[src/rtl/dump_ctrl_pkg.sv]
// Shared definitions for the end-of-run memory dump controller.
// Holds the data-path width, the default finish address and dump window
// constants, and the controller state encoding.
package dump_ctrl_pkg;

  // Width of the CPU data path: address, store data and memory read data.
  localparam int DATA_W = 32;

  localparam logic [DATA_W-1:0] FINISH_ADDR_DEF = 32'h0000_7fff;
  localparam logic [15:0]       DUMP_BASE_DEF   = 16'd256;
  localparam logic [15:0]       DUMP_END_DEF    = 16'd1023;

  // IDLE: CPU running; DUMP: streaming dmem words; CNT: streaming the cycle
  // count (only reachable with DUMP_CYCLE_COUNT_EN); DONE: parked until reset.
  typedef enum logic [1:0] {
    IDLE = 2'd0,
    DUMP = 2'd1,
    CNT  = 2'd2,
    DONE = 2'd3
  } state_e;

endpackage

[src/rtl/dump_ctrl.sv]
// Purpose: watches CPU stores for the finish write, then halts the CPU and
//          streams dmem[DUMP_BASE..DUMP_END] out over a valid/ready port.
// Latency: halt and the first beat appear the cycle after the finish write;
//          one beat per cycle while out_ready is high.
// Backpressure: out_ready low holds out_data/mem_a/out_last stable; no beats
//          are dropped or duplicated.
//
// Ports:
//   clk, rst_n          single clock, synchronous active-low reset
//   daddr, dwdata, we   CPU store bus snooped for the finish write
//   halt                freezes the CPU from the cycle after the finish write
//   mem_a, mem_rd       dmem second read port (asynchronous read)
//   out_valid, out_ready, out_data, out_last   dump stream
//   done, status        dump finished; store data of the finish write
//
// Optional feature: define DUMP_CYCLE_COUNT_EN to count IDLE cycles from
// reset to the finish write and append that count as one extra final beat.
module dump_ctrl
  import dump_ctrl_pkg::*;
#(
  parameter logic [DATA_W-1:0] FINISH_ADDR = FINISH_ADDR_DEF,
  parameter logic [15:0]       DUMP_BASE   = DUMP_BASE_DEF,
  parameter logic [15:0]       DUMP_END    = DUMP_END_DEF
) (
  input  logic              clk,
  input  logic              rst_n,
  input  logic [DATA_W-1:0] daddr,
  input  logic [DATA_W-1:0] dwdata,
  input  logic              we,
  output logic              halt,
  output logic [15:0]       mem_a,
  input  logic [DATA_W-1:0] mem_rd,
  output logic              out_valid,
  input  logic              out_ready,
  output logic [DATA_W-1:0] out_data,
  output logic              out_last,
  output logic              done,
  output logic [DATA_W-1:0] status
);

  state_e            state_q, state_d;
  logic [15:0]       idx_q, idx_d;
  logic [DATA_W-1:0] status_q, status_d;
  logic              halt_q, halt_d;
  logic              out_valid_q, out_valid_d;
  logic              out_last_q, out_last_d;
  logic              done_q, done_d;

  logic finish_hit;
  logic fire;

  // Full-width compare: aliases of FINISH_ADDR in upper bits must not match.
  assign finish_hit = we && (daddr == FINISH_ADDR);
  assign fire       = out_valid_q && out_ready;

`ifdef DUMP_CYCLE_COUNT_EN
  logic [DATA_W-1:0] cyc_cnt_q, cyc_cnt_d;
`endif

  always_comb begin
    state_d  = state_q;
    idx_d    = idx_q;
    status_d = status_q;
`ifdef DUMP_CYCLE_COUNT_EN
    cyc_cnt_d = cyc_cnt_q;
`endif

    case (state_q)
      IDLE: begin
        if (finish_hit) begin
          state_d  = DUMP;
          idx_d    = DUMP_BASE;
          status_d = dwdata;
        end
`ifdef DUMP_CYCLE_COUNT_EN
        // Counter freezes on the finish cycle itself and saturates at all-ones.
        else if (cyc_cnt_q != {DATA_W{1'b1}}) begin
          cyc_cnt_d = cyc_cnt_q + 1'b1;
        end
`endif
      end
      DUMP: begin
        if (fire) begin
          if (idx_q == DUMP_END) begin
`ifdef DUMP_CYCLE_COUNT_EN
            state_d = CNT;
`else
            state_d = DONE;
`endif
          end else begin
            idx_d = idx_q + 16'd1;
          end
        end
      end
      CNT: begin
        if (fire) begin
          state_d = DONE;
        end
      end
      default: begin
        state_d = DONE;
      end
    endcase

    // Outputs are registered from the next-state view so they line up with
    // state_q on the following cycle.
    halt_d      = (state_d != IDLE);
    out_valid_d = (state_d == DUMP) || (state_d == CNT);
    done_d      = (state_d == DONE);
`ifdef DUMP_CYCLE_COUNT_EN
    out_last_d  = (state_d == CNT);
`else
    out_last_d  = (state_d == DUMP) && (idx_d == DUMP_END);
`endif
  end

  always_ff @(posedge clk) begin
    if (!rst_n) begin
      state_q     <= IDLE;
      idx_q       <= DUMP_BASE;
      status_q    <= '0;
      halt_q      <= 1'b0;
      out_valid_q <= 1'b0;
      out_last_q  <= 1'b0;
      done_q      <= 1'b0;
`ifdef DUMP_CYCLE_COUNT_EN
      cyc_cnt_q   <= '0;
`endif
    end else begin
      state_q     <= state_d;
      idx_q       <= idx_d;
      status_q    <= status_d;
      halt_q      <= halt_d;
      out_valid_q <= out_valid_d;
      out_last_q  <= out_last_d;
      done_q      <= done_d;
`ifdef DUMP_CYCLE_COUNT_EN
      cyc_cnt_q   <= cyc_cnt_d;
`endif
    end
  end

  assign halt      = halt_q;
  assign mem_a     = idx_q;
  assign out_valid = out_valid_q;
  assign out_last  = out_last_q;
  assign done      = done_q;
  assign status    = status_q;

  // mem_rd follows mem_a combinationally, and idx_q only moves on a
  // handshake, so out_data is stable across stalls.
  always_comb begin
    out_data = '0;
    if (state_q == DUMP) begin
      out_data = mem_rd;
    end
`ifdef DUMP_CYCLE_COUNT_EN
    else if (state_q == CNT) begin
      out_data = cyc_cnt_q;
    end
`endif
  end

endmodule

[config.mk]
export PLATFORM = sky130hd
export DESIGN_NAME = dump_ctrl
export DESIGN_NICKNAME = d
export VERILOG_FILES = /design/src/rtl/dump_ctrl_pkg.sv /design/src/rtl/dump_ctrl.sv
export SDC_FILE = /design/constraint.sdc
export NUM_CORES = 1
export LEC_CHECK = 0
export CORE_UTILIZATION = 39
export DETAILED_ROUTE_END_ITERATION = 12
export GPL_TIMING_DRIVEN = 0
export PLACE_DENSITY = 0.87
export SLEW_MARGIN = 20
export SYNTH_ARGS = -nofsm -noshare
export SYNTH_HDL_FRONTEND = slang
export SYNTH_SLANG_ARGS = --single-unit
export TNS_END_PERCENT = 100
[constraint.sdc]
create_clock -name clk -period 5.97 [get_ports clk]
set_clock_uncertainty 0.05 [all_clocks]
set_input_delay 0.597 -clock clk [delete_from_list [all_inputs] [get_ports clk]]
set_output_delay 0.597 -clock clk [all_outputs]
set_load 0.01 [all_outputs]
Run 1, sequential cells grouped by signal name:
Bar = 20 um. Other sequential cells in the stronger grey, the rest of the logic in the fainter grey.
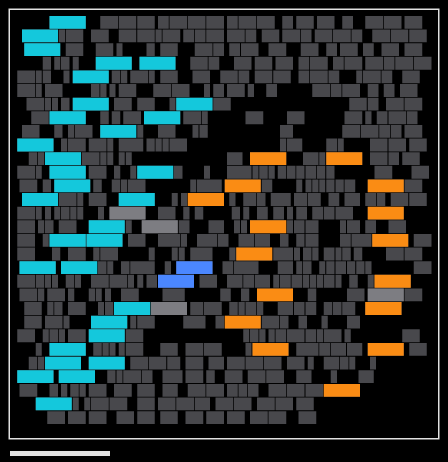
- orange: mem_a (flops 16)
- cyan: status (flops 32)
- blue: state_q (flops 2)
- not coloured: 4

Run 1, wiring heat map:
The die is cut into 17 by 17 equal tiles; dark purple is low, yellow is high, scaled to the fullest tile. Values are wire area over tile area, all layers added.
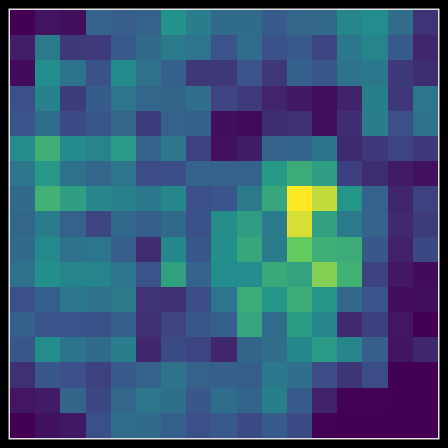
- fullest tile: 0.63
- nearly empty tiles: 4.8%
- emptiest ninth of the die: lower right
- mean over tiles: 0.19
- tiles over half the peak: 11%

==> results.cfg, run 1 <==
; flow metrics
[status]
status = finished clean

[synthesis]
synth-edff-count = 0
post-synth-top-area-cell = dfxtp_1
synthFlopType = dfxtp_1
netlist_top_cells_area = dfxtp_1 40%, nand2_1 11%, and2_1 8.8%, a21oi_1 7.2%, nor2_1 3.5%
syn_nets = 460
postSynthSeqShare_pct = 39.8

[power]
max-vdd-ir-drop_v = 0.000132
leakagePower_uw = 0.00164
power_density_nw_per_um2 = 136

[drt]
routed-via-count = 3190
vias_per_cell = 5.09
ant_nets = 0
post_drt_wl_per_cell_um = 13.9
drc = 0

[clock_network]
cts.htree.levels = 2
post_cts.repair.setup_buffers = 0
numCtsBuffers = 5
cts.hold.buffers_added = 0
worst_skew_pair.late_latency_ns = 0.30
cts-root-buf = clkbuf_8
max-clock-path-buffers = 2
cts_resized = 0

[placement]
io_buffers = 183
dp_hpwl_mm = 6.87
place.gp.congestion = 0.959

[worst_setup_path]
critPathRequiredTime_ns = 6.17
critical_path.startpoint_type = input pin
worst_setup_ep_type = flip-flop

[global_routing]
grtUsageMet3_pct = 6.52
global_route.overflow_total = 0
global_route_wire_length_before_repair_mm = 13.5
grt_busiest_layer = met2
grt_max_degree = 18
antenna_found_initial = 0
met1_track_demand_over_resource_in_global_routing_pct = 26.6
grt_pass1_vias = 2942

[sta]
finalHoldWorstSlack_ns = 0.403
min_period_over_period_pct = 56.6
max-slew-margin-rel_pct = 61.0
timing.fmax_ghz = 0.296
setup-violations-final = 0

[layout]
finish.net_count = 650
fraction_of_layout_cells_with_a_size_suffix_above_1_pct = 3.29
area.growth.synth_to_final_pct = 74.5
post-route-util_pct = 70.1

[flow_run]
cap_violations = 0
openroad.warnings = 28

[die]
floorplan.initialDensity_pct = 40.2
fp.dieH_um = 85.4
core_area_um2 = 6760
floorplan.io_pins = 184
placementRows = 30
width_of_the_die_um = 85.4

[hold_path]
holdCritPathClass = flip-flop to flip-flop
Run 1, placement density heat map:
Bar = 20 um. The die is cut into 9 by 9 equal tiles; dark purple is low, yellow is high, 0 to 100% covered.
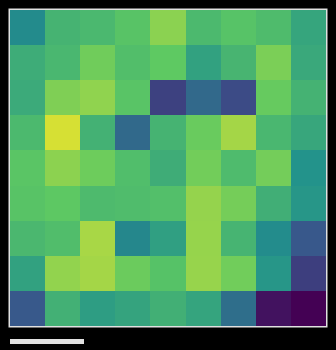
- nearly empty tiles: 1.2%
- mean over tiles: 64%
- emptiest ninth of the die: lower right
- tiles over 75% full: 27%

## run 1: sequential cells by signal, summed over array words and instances, names as in the netlist
name / cells
done: 1
halt: 1
mem_a: 16
out_last: 1
out_valid: 1
state_q: 2
status: 32
## run 1: cell usage in the layout, fill, tap and decap left out, types with 2 or more instances in the layout
master | netlist | final
clkdlybuf4s50_1 | 0 | 183
nand2_1 | 76 | 76
dfxtp_1 | 54 | 54
a21oi_1 | 39 | 39
and2_1 | 38 | 38
nor2_1 | 25 | 25
clkbuf_1 | 18 | 19
nand3_1 | 13 | 13
nand4_1 | 8 | 8
nor3_1 | 8 | 8
nor4_1 | 6 | 6
or4_1 | 6 | 6
inv_1 | 6 | 6
o21ai_0 | 5 | 5
xor2_1 | 5 | 5
clkbuf_8 | 0 | 5
a31oi_1 | 4 | 4
ha_1 | 4 | 4
and4_1 | 3 | 3
nand4b_1 | 3 | 3
and3_1 | 3 | 3
a211oi_1 | 3 | 3
mux2i_1 | 3 | 3
nand2b_1 | 2 | 2
or2_2 | 2 | 2
and4b_1 | 2 | 2
## run 1: per-layer routing
metal	vias up	routed length, um
met4	0	86
met2	117	4470
met1	1452	3500
met3	13	632
met5	-	0
li1	1608	-
## run 1: where the power goes
part           internal [uW]  switching [uW]  total (uW)
combinational           57.9            16.3        74.2
sequential               360    0.0000000260         360
clock                   85.4             123         208
## run 1: path summary, 6_finish.rpt
check             depth (start not counted)  slack, ns        from    endpoint
hold reg to reg                           2       0.40  status[21]  status[21]
setup / recovery                         10       2.59   daddr[17]    out_last
setup reg to reg                          8       3.22   mem_a[11]    out_last
hold / removal                            2       0.40  status[21]  status[21]
## run 1: per-stage QoR
step | instance area (um2) | setup slack [ns] | instances
6_report | 4740 | 2.59 | 627
3_3_place_gp | 4650 | 2.31 | 619
3_5_place_dp | 4650 | 2.31 | 619
2_1_floorplan | 2710 | 3.00 | 356
5_1_grt | 4740 | 2.45 | 627
4_1_cts | 4740 | 2.60 | 627
## run 1: final cells by class
type,instances,area [um2],area share (%)
flip-flops and latches,54,1080,22.8
well taps,80,100,2.11
inverters,6,22.5,0.476
clock inverters,2,17.5,0.370
multi-input cells,276,1530,32.2
plain buffers,20,83.8,1.77
repair buffers,183,1830,38.7
clock buffers,6,72.6,1.53
## run 1: worst max-delay path, cell delays in order
cell             delay [ns]
clkdlybuf4s50_1        0.40
or4_1                  0.52
or4_4                  0.56
nor3_2                 0.22
a311o_1                0.23
ha_1                   0.16
nand2_1                0.05
a2111oi_0              0.41
nand4_1                0.17
and4b_1                0.26
## run 1: kinds of logic after synthesis
group / share of synthesized area (%)
AND/OR/NAND/NOR: 38.9
AND-OR/OR-AND: 12.5
flip-flops: 39.8
buffers and inverters: 3.92
XOR/XNOR: 1.94
adder cells (fa/ha/maj): 1.84
multiplexers: 1.11
==> inputs of run 2 (changes only) <==
--- a/config.mk
+++ b/config.mk
@@ -5,10 +5,10 @@
 export SDC_FILE = /design/constraint.sdc
 export NUM_CORES = 1
 export LEC_CHECK = 0
-export CORE_UTILIZATION = 39
+export CORE_UTILIZATION = 36
 export DETAILED_ROUTE_END_ITERATION = 12
 export GPL_TIMING_DRIVEN = 0
-export PLACE_DENSITY = 0.87
+export PLACE_DENSITY = 0.81
 export SLEW_MARGIN = 20
 export SYNTH_ARGS = -nofsm -noshare
 export SYNTH_HDL_FRONTEND = slang
==> constraint.sdc (replaced) <==
create_clock -name clk -period 3.46 [get_ports clk]
set_clock_uncertainty 0.05 [all_clocks]
set_input_delay 0.346 -clock clk [delete_from_list [all_inputs] [get_ports clk]]
set_output_delay 0.346 -clock clk [all_outputs]
set_load 0.01 [all_outputs]
==> run 2 against run 1 <==
Sequential share of layout area decreased by 0.22 points. Sequential cell count is the same. Register-to-register slack got worse by 2.6 ns. Clock power is 110% higher. Non-clock buffer count unchanged. Count of clock-buffer cells in the layout is 1 lower. Area after synthesis unchanged. First-iteration DRC count increased by 3.2%. Sequential power up 73%. Hold slack better by 0.0021 ns. Critical path type unchanged. Critical endpoint unchanged. Largest power group unchanged.
==> results.cfg, run 2 <==
; flow metrics
[worst_setup_path]
critical_path.startpoint = daddr[17]
startpoint_of_the_worst_slack_reg_to_reg_timing_path = mem_a[11]
critPathRequiredTime_ns = 3.67
cpPeakStageDelay_ns = 0.55
crit_slowest_cell = or4_4
r2r.worst_path.cells = 8
reg2reg_setup_slack_ns = 0.63
critical_path.startpoint_type = input pin

[synthesis]
synthFlopType = dfxtp_1
post-synth-top-area-cell = dfxtp_1
syn_nets = 460

[clock_network]
cts.hold.buffers_added = 0
numCtsBuffers = 5
max-clock-path-buffers = 2
post_cts.repair.setup_buffers = 0

[die]
core_area_um2 = 7250
floorplan.initialDensity_pct = 37.4
placementRows = 31
fp.dieH_um = 88.8
width_of_the_die_um = 88.8

[global_routing]
antenna_found_initial = 0
global_route.overflow_total = 0
grt_max_degree = 18
global_route_wire_length_before_repair_mm = 13.8

[placement]
dp_hpwl_mm = 7.01

[status]
status = finished clean

[layout]
area.growth.synth_to_final_pct = 76.2
fraction_of_layout_cells_with_a_size_suffix_above_1_pct = 3.47
final_common_cell = clkdlybuf4s50_1

[flow_run]
openroad.warnings = 28

[drt]
ant_nets = 0
post_drt_wl_per_cell_um = 13.8
vias_per_cell = 4.91

[hold_path]
timing.hold.worst.start = status[3]
min_to = status[3]
holdCritPathClass = flip-flop to flip-flop
min_delay_path_depth = 2

[sta]
timing.fmax_ghz = 0.316
setup-violations-final = 0
max-slew-margin-rel_pct = 58.7

[power]
power_density_nw_per_um2 = 248
leakagePower_uw = 0.00166
## run 2: cell counts after synthesis
Identical to the previous run, type by type.
## run 2: cell families after synthesis
| kind of cell | synth area share (%) |
|---|---|
| compound gates | 12.5 |
| flops | 39.8 |
| fa+ha+maj | 1.84 |
| xor+xnor | 1.94 |
| simple gates | 38.9 |
| buf+inv | 3.92 |
| mux | 1.11 |
## run 2: routing by layer
metal  up-vias  wire length (um)  track usage (%)
li1       1604                 -                -
met1      1426              3480             27.1
met2       129              4500             38.7
met3        12               821             7.28
met4         0               137             7.48
met5         -                 0                0
## run 2: stage by stage
stage | area [um2] | total power, uW | setup WS (ns) | std cells | hold WS (ns)
2_1_floorplan | 2710 | 646 | 0.740 | 356 | 0.368
3_3_place_gp | 4670 | 760 | 0.0471 | 638 | 0.387
3_5_place_dp | 4670 | 762 | 0.0478 | 638 | 0.395
4_1_cts | 4780 | 1190 | 0.375 | 646 | 0.407
5_1_grt | 4780 | 1220 | 0.0747 | 646 | 0.426
6_report | 4780 | 1180 | 0.298 | 646 | 0.405
## run 2: report_power, final
part / total [uW] / switching, uW / internal, uW
clock: 437 / 220 / 217
sequential: 621 / 0.0000000442 / 621
combinational: 127 / 26.9 / 99.7
total: 1180 / 247 / 938
## run 2: worst max-delay path, delay by kind of cell
| kind | cells | cell delay [ns] |
|---|---|---|
| simple gates | 6 | 1.78 |
| compound gates | 2 | 0.69 |
| buf+inv | 1 | 0.39 |
| fa+ha+maj | 1 | 0.16 |
## run 2: worst max path at each step
stage,end,slack [ns]
2_1_floorplan,out_last,0.74
3_3_place_gp,out_last,0.05
3_5_place_dp,out_last,0.05
4_1_cts,out_last,0.37
5_1_grt,out_last,0.07
6_report,out_last,0.30
## run 2: area by class of cell
class | count | area, um2
sequential | 54 | 1080
clock inverter | 3 | 43.8
clock buffer | 5 | 68.8
fill | 638 | 2470
timing repair buffer | 183 | 1830
tap | 99 | 124
buffer | 20 | 83.8
inverter | 6 | 22.5
multi-input combinational | 276 | 1530
Run 2, wiring by layer:
Two of the layers only.
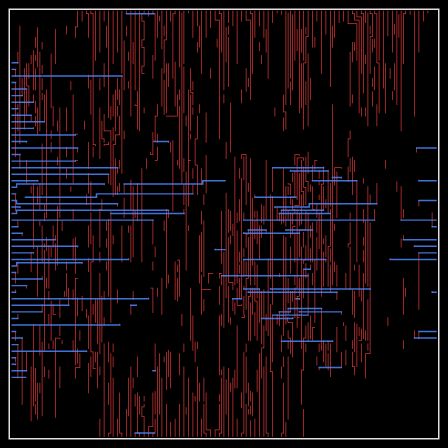
- red: M2 (wire length 4500 um)
- blue: M3 (wire length 821 um)

Run 2, sequential cells grouped by signal name:
Bar = 20 um. Other sequential cells in the stronger grey, the rest of the logic in the fainter grey.
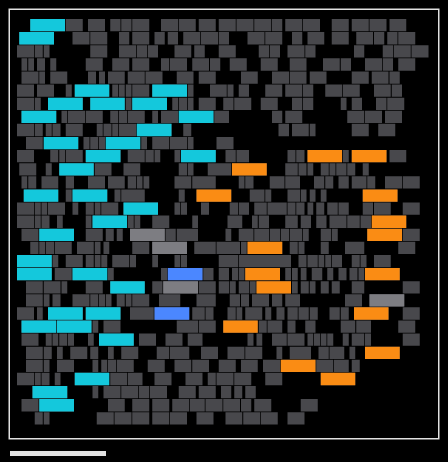
- cyan: status (flops 32)
- orange: mem_a (flops 16)
- blue: state_q (flops 2)

==> inputs of run 3 (changes only) <==
--- a/config.mk
+++ b/config.mk
@@ -8,6 +8,7 @@
 export CORE_UTILIZATION = 36
 export DETAILED_ROUTE_END_ITERATION = 12
 export GPL_TIMING_DRIVEN = 0
+export HOLD_SLACK_MARGIN = 0.08
 export PLACE_DENSITY = 0.81
 export SLEW_MARGIN = 20
 export SYNTH_ARGS = -nofsm -noshare
==> run 3 against run 2 <==
Total power is the same. Combinational power about the same. Global-route usage did not move. Fmax is the same. Clock power hardly changed. Non-clock buffer count did not move. Die area did not move. Area after synthesis unchanged. Sequential power about the same. Synthesized cell count unchanged. Critical path type unchanged. Largest power group unchanged.
==> results.cfg, run 3 <==
; flow metrics
[layout]
mostFrequentLayoutCells = 183 x clkdlybuf4s50_1, 76 x nand2_1, 54 x dfxtp_1
fraction_of_layout_cells_with_a_size_suffix_above_1_pct = 3.47
nFillCells = 638
finish.net_count = 650

[drt]
post_drt_wl_per_cell_um = 13.8
routed-via-count = 3171
drc = 0
ant_nets = 0

[die]
floorplan.io_pins = 184
fp.dieH_um = 88.8
placementRows = 31
floorplan.initialDensity_pct = 37.4

[clock_network]
numCtsBuffers = 5
cts-root-buf = clkbuf_8
cts_resized = 0
worst_skew_pair.late_latency_ns = 0.31

[hold_path]
min_delay_path_depth = 2

[worst_setup_path]
worstPathCellList = clkdlybuf4s50_1, or4_1, or4_4, nor3_2, a311o_1, ha_1, nand2_1, a2111oi_0, nand4_1, and4b_1
cpPeakStageDelay_ns = 0.55
timing.critical_path.depth = 10
critPathRequiredTime_ns = 3.67
worst_setup_ep_type = flip-flop
crit_slowest_cell = or4_4
r2r.worst_path.cells = 8
worst-path-buf-inv = 1

[global_routing]
grt_max_degree = 18
antenna_found_initial = 0
grt_pass1_vias = 2962
global_route_wire_length_before_repair_mm = 13.8

[synthesis]
post-synth-top-area-cell = dfxtp_1
postSynthSeqShare_pct = 39.8
synth-edff-count = 0

[sta]
finalHoldWorstSlack_ns = 0.405
max-slew-margin-rel_pct = 58.7
timing.final.ws_setup_ns = 0.298
timing.fmax_ghz = 0.316

[placement]
io_buffers = 183

[status]
status = finished clean

[power]
max-vdd-ir-drop_v = 0.000211
power_density_nw_per_um2 = 248

[flow_run]
cap_violations = 0
[run 3: area by class of cell]
type,count,area [um2],area share (%)
timing repair buffer,183,1830,38.3
tap,99,124,2.59
sequential,54,1080,22.6
clock inverter,3,43.8,0.916
multi-input combinational,276,1530,31.9
buffer,20,83.8,1.75
inverter,6,22.5,0.471
clock buffer,5,68.8,1.44
[run 3: logic make-up after synthesis]
logic type	count (synthesis)	share of synthesized area [%]
AOI/OAI and AO/OA	59	12.5
xor gates and xnor gates	6	1.94
adders and majority gates	4	1.84
buffers and inverters	26	3.92
DFF	54	39.8
muxes	3	1.11
and+or+nand+nor	204	38.9
[run 3: routing by layer]
layer	vias to the layer above	routed length, um	GRT usage (%)
li1	1604	-	-
met1	1426	3480	27.1
met2	129	4500	38.7
met3	12	821	7.28
met4	0	137	7.48
met5	-	0	0
[run 3: where the power goes]
group / total [uW] / leakage, uW / switching (uW) / internal, uW
Sequential: 621 / 0.000435 / 0.0000000442 / 621
Clock: 437 / 0.0000585 / 220 / 217
Combinational: 127 / 0.00116 / 26.9 / 99.7
Total: 1180 / 0.00166 / 247 / 938
[run 3: metrics by stage]
| stage | cells | instance area [um2] |
|---|---|---|
| 2_1_floorplan | 356 | 2710 |
| 3_3_place_gp | 638 | 4670 |
| 3_5_place_dp | 638 | 4670 |
| 4_1_cts | 646 | 4780 |
| 5_1_grt | 646 | 4780 |
| 6_report | 646 | 4780 |
[run 3: worst reg2reg max path, stage by stage (launching register included)]
cell       delay, ns
dfxtp_1         0.32
clkbuf_1        0.19
or4_1           0.59
or4_1           0.51
nand3_1         0.10
xor2_1          0.09
a2111oi_0       0.47
nand4_1         0.20
and4b_1         0.27
[run 3: path summary, 6_finish.rpt]
| kind | start | to | slack (ns) |
|---|---|---|---|
| hold / removal | status[3] | status[3] | 0.41 |
| setup / recovery | daddr[17] | out_last | 0.30 |
| setup reg to reg | mem_a[11] | out_last | 0.63 |
| hold reg to reg | status[3] | status[3] | 0.41 |
Run 3, wiring heat map:
The die is cut into 18 by 18 equal tiles; dark purple is low, yellow is high, scaled to the fullest tile. Values are wire area over tile area, all layers added.
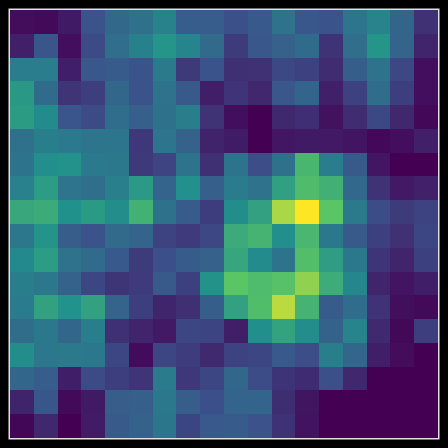
- mean over tiles: 0.19
- nearly empty tiles: 6.2%
- fullest tile: 0.66
- tiles over half the peak: 13%

Run 3, sequential cells grouped by signal name:
Bar = 20 um. Other sequential cells in the stronger grey, the rest of the logic in the fainter grey.
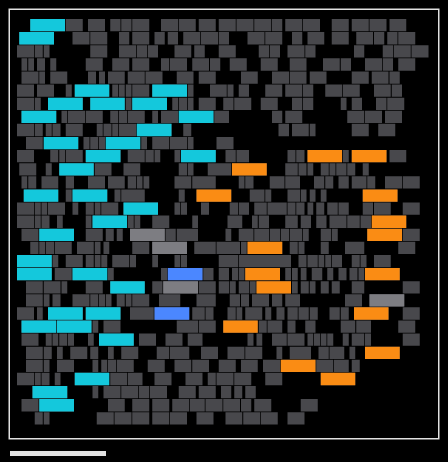
- cyan: status (flops 32)
- orange: mem_a (flops 16)
- blue: state_q (flops 2)


==> gallery <==
Clock routing.
Plate I
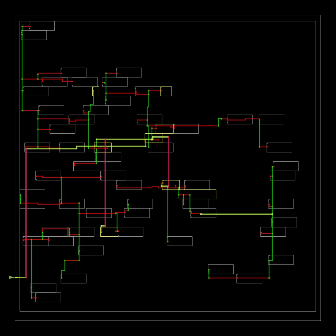
Plate II
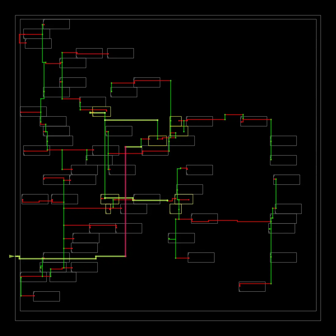
Plate I -> run 3
Plate II -> run 1

Power is estimated from default activity; no workload was simulated.
